**src/rtl/relu_maxpool_pkg.sv**
```systemverilog
// relu_maxpool_pkg: shared definitions for the ReLU + 2x2 max-pool stage.
//   - FSM state encoding (IDLE, FETCH, POOL, FLUSH, DONE)
//   - map geometry (IMG_DIM, OUT_WORDS and derived sizes)
//   - byte-lane helpers shared with the convolution stage; lane 0 is [31:24]
//   - wr_t: payload of one packed output write (byte enables, address, data)
package relu_maxpool_pkg;

    localparam int unsigned IMG_DIM    = 26;
    localparam int unsigned OUT_DIM    = IMG_DIM / 2;
    localparam int unsigned OUT_WORDS  = (OUT_DIM * OUT_DIM + 3) / 4;
    localparam int unsigned ROW_WORDS  = (2 * IMG_DIM) / 4;
    localparam int unsigned PAIR_BYTES = 2 * IMG_DIM;
    localparam int unsigned PIX_W      = 8;
    localparam int unsigned DATA_W     = 32;
    localparam int unsigned ADDR_W     = 32;
    localparam int unsigned BE_W       = DATA_W / PIX_W;

    typedef enum logic [2:0] {
        ST_IDLE,
        ST_FETCH,
        ST_POOL,
        ST_FLUSH,
        ST_DONE
    } state_t;

    typedef struct packed {
        logic [BE_W-1:0]   be;
        logic [ADDR_W-1:0] addr;
        logic [DATA_W-1:0] data;
    } wr_t;

    // Extract the pixel held in a lane (lane 0 = lowest byte index = [31:24]).
    function automatic logic [PIX_W-1:0] lane_byte(input logic [DATA_W-1:0] word,
                                                   input logic [1:0] lane);
        case (lane)
            2'd0:    return word[31:24];
            2'd1:    return word[23:16];
            2'd2:    return word[15:8];
            default: return word[7:0];
        endcase
    endfunction

    // Return word with one lane replaced by pix.
    function automatic logic [DATA_W-1:0] pack_lane(input logic [DATA_W-1:0] word,
                                                    input logic [1:0] lane,
                                                    input logic [PIX_W-1:0] pix);
        logic [DATA_W-1:0] w;
        w = word;
        case (lane)
            2'd0:    w[31:24] = pix;
            2'd1:    w[23:16] = pix;
            2'd2:    w[15:8]  = pix;
            default: w[7:0]   = pix;
        endcase
        return w;
    endfunction

    // Byte enables for a partial word holding 'filled' lanes from lane 0 up.
    function automatic logic [BE_W-1:0] fill_mask(input logic [1:0] filled);
        case (filled)
            2'd1:    return 4'b1000;
            2'd2:    return 4'b1100;
            2'd3:    return 4'b1110;
            default: return 4'b0000;
        endcase
    endfunction

endpackage

```
**src/rtl/relu_maxpool_max4_relu.sv**
```systemverilog
// relu_maxpool_max4_relu: combinational signed max of four 8-bit pixels.
//   a, b, c, d : candidate pixels (two's complement)
//   max_c      : signed max; clamped at 0 when POOL_RELU_EN is defined
// Macro: POOL_RELU_EN enables the ReLU clamp.
module relu_maxpool_max4_relu
    import relu_maxpool_pkg::*;
(
    input  logic [PIX_W-1:0] a,
    input  logic [PIX_W-1:0] b,
    input  logic [PIX_W-1:0] c,
    input  logic [PIX_W-1:0] d,
    output logic [PIX_W-1:0] max_c
);

    logic signed [PIX_W-1:0] m_ab;
    logic signed [PIX_W-1:0] m_cd;
    logic signed [PIX_W-1:0] m_all;

    // Two-level signed compare tree.
    always_comb begin
        m_ab  = ($signed(a) > $signed(b)) ? $signed(a) : $signed(b);
        m_cd  = ($signed(c) > $signed(d)) ? $signed(c) : $signed(d);
        m_all = (m_ab > m_cd) ? m_ab : m_cd;
`ifdef POOL_RELU_EN
        max_c = m_all[PIX_W-1] ? '0 : m_all;
`else
        max_c = m_all;
`endif
    end

endmodule

```
**src/rtl/relu_maxpool.sv**
```systemverilog
// relu_maxpool: ReLU + 2x2/stride-2 max pooling of two 26x26 int8 maps.
//   clk, rst            : clock, asynchronous active-low reset
//   start / finish      : level start in IDLE; finish held in DONE until start drops
//   M1_*/M2_*           : read ports (req, word address, data one cycle after req)
//   M3_*/M4_*           : write ports (byte enables, word address, packed data)
// Channels 0 (M1->M3) and 1 (M2->M4) run in lockstep.
// Macro: POOL_RELU_EN selects the clamp in relu_maxpool_max4_relu.
module relu_maxpool
    import relu_maxpool_pkg::*;
(
    input  logic              clk,
    input  logic              rst,
    input  logic              start,
    output logic              finish,
    output logic              M1_R_req,
    output logic [ADDR_W-1:0] M1_addr,
    input  logic [DATA_W-1:0] M1_R_data,
    output logic              M2_R_req,
    output logic [ADDR_W-1:0] M2_addr,
    input  logic [DATA_W-1:0] M2_R_data,
    output logic [BE_W-1:0]   M3_W_req,
    output logic [ADDR_W-1:0] M3_addr,
    output logic [DATA_W-1:0] M3_W_data,
    output logic [BE_W-1:0]   M4_W_req,
    output logic [ADDR_W-1:0] M4_addr,
    output logic [DATA_W-1:0] M4_W_data
);

    state_t            state;
    logic [3:0]        k_cnt;       // fetch cycle within a row pair (0..13)
    logic [3:0]        col;         // pooled column (0..12)
    logic [3:0]        row;         // pooled row (0..12)
    logic [7:0]        row_base;    // first word of the current row pair
    logic [7:0]        out_cnt;     // output byte counter across the whole map
    logic              cap_valid;   // read data present this cycle
    logic [3:0]        cap_idx;     // pair-buffer word the data belongs to
    logic              rd_req;
    logic [ADDR_W-1:0] rd_addr;
    logic [DATA_W-1:0] pack0;
    logic [DATA_W-1:0] pack1;
    wr_t               wr0;
    wr_t               wr1;

    // Pair buffers: bytes 0..25 are row 2r, 26..51 are row 2r+1.
    logic [PIX_W-1:0]  pair0 [PAIR_BYTES];
    logic [PIX_W-1:0]  pair1 [PAIR_BYTES];

    logic [5:0]        idx_base;
    logic [PIX_W-1:0]  win0 [4];
    logic [PIX_W-1:0]  win1 [4];
    logic [PIX_W-1:0]  pool0_c;
    logic [PIX_W-1:0]  pool1_c;

    // Capture returning read data; fully rewritten each row before use.
    always_ff @(posedge clk) begin
        if (cap_valid) begin
            for (int i = 0; i < 4; i++) begin
                pair0[{cap_idx, 2'(i)}] <= lane_byte(M1_R_data, 2'(i));
                pair1[{cap_idx, 2'(i)}] <= lane_byte(M2_R_data, 2'(i));
            end
        end
    end

    // 2x2 window for the current column.
    always_comb begin
        idx_base = {1'b0, col, 1'b0};
        win0[0]  = pair0[idx_base];
        win0[1]  = pair0[idx_base + 6'd1];
        win0[2]  = pair0[idx_base + 6'(IMG_DIM)];
        win0[3]  = pair0[idx_base + 6'(IMG_DIM + 1)];
        win1[0]  = pair1[idx_base];
        win1[1]  = pair1[idx_base + 6'd1];
        win1[2]  = pair1[idx_base + 6'(IMG_DIM)];
        win1[3]  = pair1[idx_base + 6'(IMG_DIM + 1)];
    end

    relu_maxpool_max4_relu u_max0 (
        .a     (win0[0]),
        .b     (win0[1]),
        .c     (win0[2]),
        .d     (win0[3]),
        .max_c (pool0_c)
    );

    relu_maxpool_max4_relu u_max1 (
        .a     (win1[0]),
        .b     (win1[1]),
        .c     (win1[2]),
        .d     (win1[3]),
        .max_c (pool1_c)
    );

    // Control FSM, read sequencer and output packers.
    always_ff @(posedge clk or negedge rst) begin
        if (!rst) begin
            state     <= ST_IDLE;
            k_cnt     <= '0;
            col       <= '0;
            row       <= '0;
            row_base  <= '0;
            out_cnt   <= '0;
            cap_valid <= 1'b0;
            cap_idx   <= '0;
            rd_req    <= 1'b0;
            rd_addr   <= '0;
            pack0     <= '0;
            pack1     <= '0;
            wr0       <= '0;
            wr1       <= '0;
            finish    <= 1'b0;
        end else begin
            rd_req    <= 1'b0;
            rd_addr   <= '0;
            wr0.be    <= '0;
            wr1.be    <= '0;
            // Data for the word requested this cycle arrives next cycle.
            cap_valid <= rd_req;
            cap_idx   <= k_cnt;

            case (state)
                ST_IDLE: begin
                    if (start) begin
                        state    <= ST_FETCH;
                        k_cnt    <= '0;
                        col      <= '0;
                        row      <= '0;
                        row_base <= '0;
                        out_cnt  <= '0;
                        pack0    <= '0;
                        pack1    <= '0;
                        rd_req   <= 1'b1;
                        rd_addr  <= '0;
                    end
                end

                ST_FETCH: begin
                    if (k_cnt < 4'(ROW_WORDS - 1)) begin
                        rd_req  <= 1'b1;
                        rd_addr <= ADDR_W'(row_base) + ADDR_W'(k_cnt) + ADDR_W'(1);
                    end
                    // One extra cycle after the last request lets its data land.
                    if (k_cnt == 4'(ROW_WORDS)) begin
                        state <= ST_POOL;
                        col   <= '0;
                    end else begin
                        k_cnt <= k_cnt + 4'd1;
                    end
                end

                ST_POOL: begin
                    pack0   <= pack_lane(pack0, out_cnt[1:0], pool0_c);
                    pack1   <= pack_lane(pack1, out_cnt[1:0], pool1_c);
                    out_cnt <= out_cnt + 8'd1;
                    if (out_cnt[1:0] == 2'd3) begin
                        wr0.be   <= 4'hF;
                        wr0.addr <= ADDR_W'(out_cnt[7:2]);
                        wr0.data <= pack_lane(pack0, 2'd3, pool0_c);
                        wr1.be   <= 4'hF;
                        wr1.addr <= ADDR_W'(out_cnt[7:2]);
                        wr1.data <= pack_lane(pack1, 2'd3, pool1_c);
                        pack0    <= '0;
                        pack1    <= '0;
                    end
                    if (col == 4'(OUT_DIM - 1)) begin
                        if (row == 4'(OUT_DIM - 1)) begin
                            state <= ST_FLUSH;
                        end else begin
                            state    <= ST_FETCH;
                            row      <= row + 4'd1;
                            row_base <= row_base + 8'(ROW_WORDS);
                            k_cnt    <= '0;
                            rd_req   <= 1'b1;
                            rd_addr  <= ADDR_W'(row_base) + ADDR_W'(ROW_WORDS);
                        end
                    end else begin
                        col <= col + 4'd1;
                    end
                end

                ST_FLUSH: begin
                    if (out_cnt[1:0] != 2'd0) begin
                        wr0.be   <= fill_mask(out_cnt[1:0]);
                        wr0.addr <= ADDR_W'(out_cnt[7:2]);
                        wr0.data <= pack0;
                        wr1.be   <= fill_mask(out_cnt[1:0]);
                        wr1.addr <= ADDR_W'(out_cnt[7:2]);
                        wr1.data <= pack1;
                    end
                    state  <= ST_DONE;
                    finish <= 1'b1;
                end

                ST_DONE: begin
                    if (!start) begin
                        finish <= 1'b0;
                        state  <= ST_IDLE;
                    end
                end

                default: state <= ST_IDLE;
            endcase
        end
    end

    assign M1_R_req  = rd_req;
    assign M1_addr   = rd_addr;
    assign M2_R_req  = rd_req;
    assign M2_addr   = rd_addr;
    assign M3_W_req  = wr0.be;
    assign M3_addr   = wr0.addr;
    assign M3_W_data = wr0.data;
    assign M4_W_req  = wr1.be;
    assign M4_addr   = wr1.addr;
    assign M4_W_data = wr1.data;

endmodule

```
**config.mk**
```make
export PLATFORM = sky130hd
export DESIGN_NAME = relu_maxpool
export DESIGN_NICKNAME = d
export VERILOG_FILES = /design/src/rtl/relu_maxpool_pkg.sv /design/src/rtl/relu_maxpool_max4_relu.sv /design/src/rtl/relu_maxpool.sv
export SDC_FILE = /design/constraint.sdc
export NUM_CORES = 1
export LEC_CHECK = 0
export ABC_CLOCK_PERIOD_IN_PS = 14300
export CAP_MARGIN = 10
export CORE_MARGIN = 4
export CORE_UTILIZATION = 64
export DETAILED_ROUTE_END_ITERATION = 16
export PLACE_DENSITY_LB_ADDON = 0.2
export SETUP_SLACK_MARGIN = 0.5
export SLEW_MARGIN = 30
export SYNTH_ARGS = -nofsm -noshare
export SYNTH_HDL_FRONTEND = slang
export SYNTH_HIERARCHICAL = 1
export SYNTH_SLANG_ARGS = --single-unit
```
**constraint.sdc**
```tcl
create_clock -name clk -period 14.3 [get_ports clk]
set_input_delay 2.145 -clock clk [delete_from_list [all_inputs] [get_ports clk]]
set_output_delay 2.145 -clock clk [all_outputs]
set_load 0.01 [all_outputs]
```
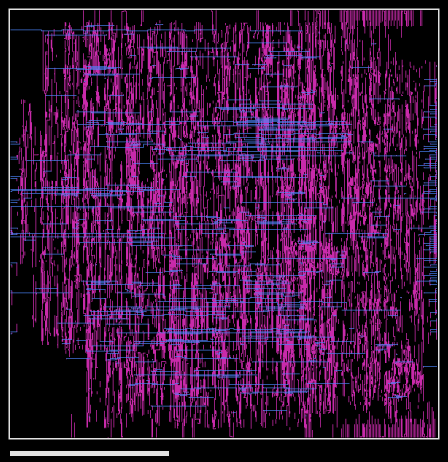
Figure 1: routed metal, one colour a layer.
Bar = 100 µm. Only two layers are drawn.
Key: M2 = magenta [wire length 47.5 mm]; M3 = blue [wire length 8380 µm]
average wire length per cell after detail routing: 26.5 µm
final routed wirelength across all metal layers: 97600 µm

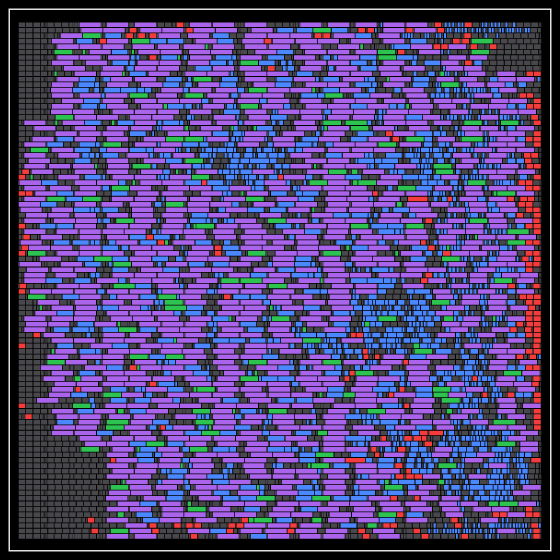
Figure 2: placed cells, one colour a class.
Fill, decap, tap and diode cells in grey.
Key: remaining buffers and delay cells = red [cells 210, share of their area 4.4%]; remaining logic cells = blue [cells 1395, share of their area 27%]; clock drivers and dummy loads = green [cells 183, share of their area 6.7%]; registers = purple [cells 1017, share of their area 61%]
Placeable Area: 67500 µm²
post-layout utilization of the core: 0.730
Rows: 95
register share of the cell area: 0.601
cell area after layout: 49300 µm²

==> run notes <==
Buffers inserted to repair hold after CTS numbered 0. The run gives 0 ns as the accumulated negative setup slack. The critical path crosses 20 cells after its start point. The DRC violations left was 0. For the finished layout, the period the worst path requires is 7.91 ns. Entering global routing, the biggest net connects 117 pins.

The run gives 6.39 ns for the setup slack on the worst flop-to-flop path. The H-tree depth was 3. The tightest min-delay check is of the reg -> reg type. Height of the die: 270 µm.

The met2 layer wire length in the routed design was 47500 µm; the power in the clock group was 0.00259 W. For the worst-skew pair, the clock arrives at the later sink with an insertion delay of 0.65 ns. The run gives 0.182 for the async set-reset flop share out of synthesis.

Yosys shows that the main logic family after synthesis is multiplexers. The area fraction in compound gates after synthesis is 0.0469. The post-CTS setup repair buffer count came out at 0. Number of buffers added by the clock tree synthesis step: 99. The launch point of the worst register-to-register path is recorded as col[2].

The run gives 0.553 for the post-layout period usage of the worst path. Once placement completed, the tool counted placed cells totaling 3494. The initial standard-cell utilization of the core was 0.650. The logs give 0.268 for the global routing usage summed across all routing layers and 0 for the number of violations of the max-capacitance limit. Share of final-layout standard cells stronger than drive strength 1: 0.189. Among cell families on the critical path, the largest total delay comes from AND-OR/OR-AND gates.

Per the OpenROAD floorplan log, the area of the die is 72800 µm². Per the detail_route report, vias per standard cell equal 6.47. Clock-pin slew reported for the worst setup and hold paths after clock tree synthesis: 0.07 ns. With the fraction of power spent switching nets at 0.334, the design internal power is 0.00659 W.

The report lists the power per cell area as 201 nW/µm². For reference, the most critical setup path is categorized as reg -> reg. Counting the warning lines in the Yosys log gives 6. In the per-layer breakdown of the detailed-route log, met1 shows 38400 µm. The final weighted congestion recorded by global placement is 0.863. For the total number of clock tree sinks, the log shows 1017. Reg-to-reg critical path endpoint: pack0[29].

The synthesized netlist cell count is 2570, and the highest net fanout along the worst path is 49. Share of the synthesized area in the top cell type: 0.569. The simple-gate share of the synthesized area is 0.0398. After legalization and detailed placement, the total HPWL measured 57600 µm.

STA classifies the critical path endpoint as a flop. With the number of logged tool warnings at 39, the number of cells in Yosys stat is 2570. Buffers placed on the I/O ports in this run total 171. The part of the power in the clock network was 0.262. Along the worst hold path, the cell count comes to 0.

Derived from the worst setup path, the maximum achievable clock frequency is 126 MHz. The run finished with clean final reports. The tools report the first element of the critical path as col[2].

Per the power-grid run, VDD falls by no more than 0.223 mV. The most numerous cell on the critical path is sky130_fd_sc_hd__o22ai_1. The first detailed-routing pass ran for 5 iterations. Leaving out fill and tap cells, the most frequent cells in the layout are 832 x sky130_fd_sc_hd__edfxtp_1, 256 x sky130_fd_sc_hd__mux4_2, 189 x sky130_fd_sc_hd__nand2_1, 181 x sky130_fd_sc_hd__dfrtp_1, 170 x sky130_fd_sc_hd__clkdlybuf4s50_1. The number of cells on the worst reg-to-reg path is 20.

The placed instances occupy a cell area of 46000 µm². For this design the static power due to leakage is 17.2 nW. The tools report the power consumed by combinational cells as 0.00342 W. For reference, the critical path is captured by pack0[29]. The final timing report lists a hold violation count of 0. Routed signal wires occupy layers up through met5.

Hold timing on the final database bottoms out at a slack of 0.439 ns. In the post-synthesis netlist, the biggest area contributors are sky130_fd_sc_hd__edfxtp_1 57%, sky130_fd_sc_hd__mux4_2 13%, sky130_fd_sc_hd__dfrtp_1 11%, sky130_fd_sc_hd__mux2i_1 3.3%, sky130_fd_sc_hd__buf_4 2.2%. In this run the remaining antenna-violating nets after routing total 0. The global route stage reports its total congestion overflow as 0.

Setup repair after global routing left no endpoint under its margin. Listed in order, past its start point the critical path passes a21oi_1 > xor2_4 > buf_4 > or2_2 > buf_4 > o22ai_1 > o22ai_1 > inv_1 > ha_1 > a21o_1 > a2111o_1 > o21ai_4 > mux2i_1 > ha_1 > or3_1 > o311ai_0 > o22ai_1 > mux2i_1 > nand2_1 > o21ai_0.
## layer usage
layer	global-route usage	vias to the layer above
met4	0.0864	4
li1	-	10200
met2	0.430	1046
met5	0	-
met1	0.372	12400
met3	0.0649	198
## Yosys cell counts, types with 3 or more instances
cell type and count:
sky130_fd_sc_hd__a2111o_1 4, sky130_fd_sc_hd__a211oi_1 32, sky130_fd_sc_hd__a21o_1 7, sky130_fd_sc_hd__a21oi_1 62
sky130_fd_sc_hd__a22o_1 4, sky130_fd_sc_hd__a22oi_1 16, sky130_fd_sc_hd__a31oi_1 8, sky130_fd_sc_hd__and2_1 50
sky130_fd_sc_hd__and3_1 4, sky130_fd_sc_hd__buf_2 73, sky130_fd_sc_hd__buf_4 129, sky130_fd_sc_hd__buf_6 4
sky130_fd_sc_hd__clkbuf_1 47, sky130_fd_sc_hd__dfrtp_1 185, sky130_fd_sc_hd__edfxtp_1 832, sky130_fd_sc_hd__ha_1 64
sky130_fd_sc_hd__inv_1 83, sky130_fd_sc_hd__mux2_2 38, sky130_fd_sc_hd__mux2i_1 143, sky130_fd_sc_hd__mux4_2 256
sky130_fd_sc_hd__nand2_1 190, sky130_fd_sc_hd__nand2b_1 8, sky130_fd_sc_hd__nand3_1 29, sky130_fd_sc_hd__nand4_1 11
sky130_fd_sc_hd__nor2_1 46, sky130_fd_sc_hd__nor2b_1 7, sky130_fd_sc_hd__nor3_1 9, sky130_fd_sc_hd__o211ai_1 6
sky130_fd_sc_hd__o21ai_0 91, sky130_fd_sc_hd__o22ai_1 69, sky130_fd_sc_hd__o31ai_1 4, sky130_fd_sc_hd__or2_2 3
sky130_fd_sc_hd__or3_1 4, sky130_fd_sc_hd__xnor2_1 7, sky130_fd_sc_hd__xor2_1 5
## area by class of cell
| cell class | instances | area [µm²] | area share |
|---|---|---|---|
| antenna | 4 | 10.0 | 0.000203 |
| clock buffer | 128 | 2700 | 0.0548 |
| clock inverter | 55 | 547 | 0.0111 |
| inverter | 83 | 312 | 0.00632 |
| multi-input combinational | 1312 | 12900 | 0.262 |
| sequential | 1017 | 29600 | 0.601 |
| tap | 873 | 1090 | 0.0221 |
| timing repair buffer | 210 | 2100 | 0.0425 |
## how the worst min path moves through the flow
stage	from	endpoint	slack, ns
after CTS	M1_R_req	cap_valid	0.45
final	M1_R_req	cap_valid	0.44
after global routing	M1_R_req	cap_valid	0.47
after detailed placement	M1_R_req	cap_valid	0.41
after global placement	M1_R_req	cap_valid	0.42
after floorplan	M1_R_req	cap_valid	0.44
## sequential cells by signal (all words and copies together), names as in the netlist
name,count
row_base,8
M4_W_req,3
M1_addr,9
state,3
pair0,416
col,4
M3_W_req,1
finish,1
M1_R_req,1
pair1,416
cap_valid,1
out_cnt,8
pack0,32
cap_idx,4
M4_W_data,32
row,4
M3_addr,6
M3_W_data,32
k_cnt,4
pack1,32
## metrics by stage
step,util,power [W],worst slack (ns)
final,0.730,0.00990,6.39
after floorplan,-,0.00631,8.47
after global routing,0.730,0.0103,5.89
after global placement,0.680,0.00714,6.79
after CTS,0.730,0.00989,6.45
after detailed placement,0.681,0.00728,6.50
Power figures rest on the tool's default switching activity, not on a simulated workload.
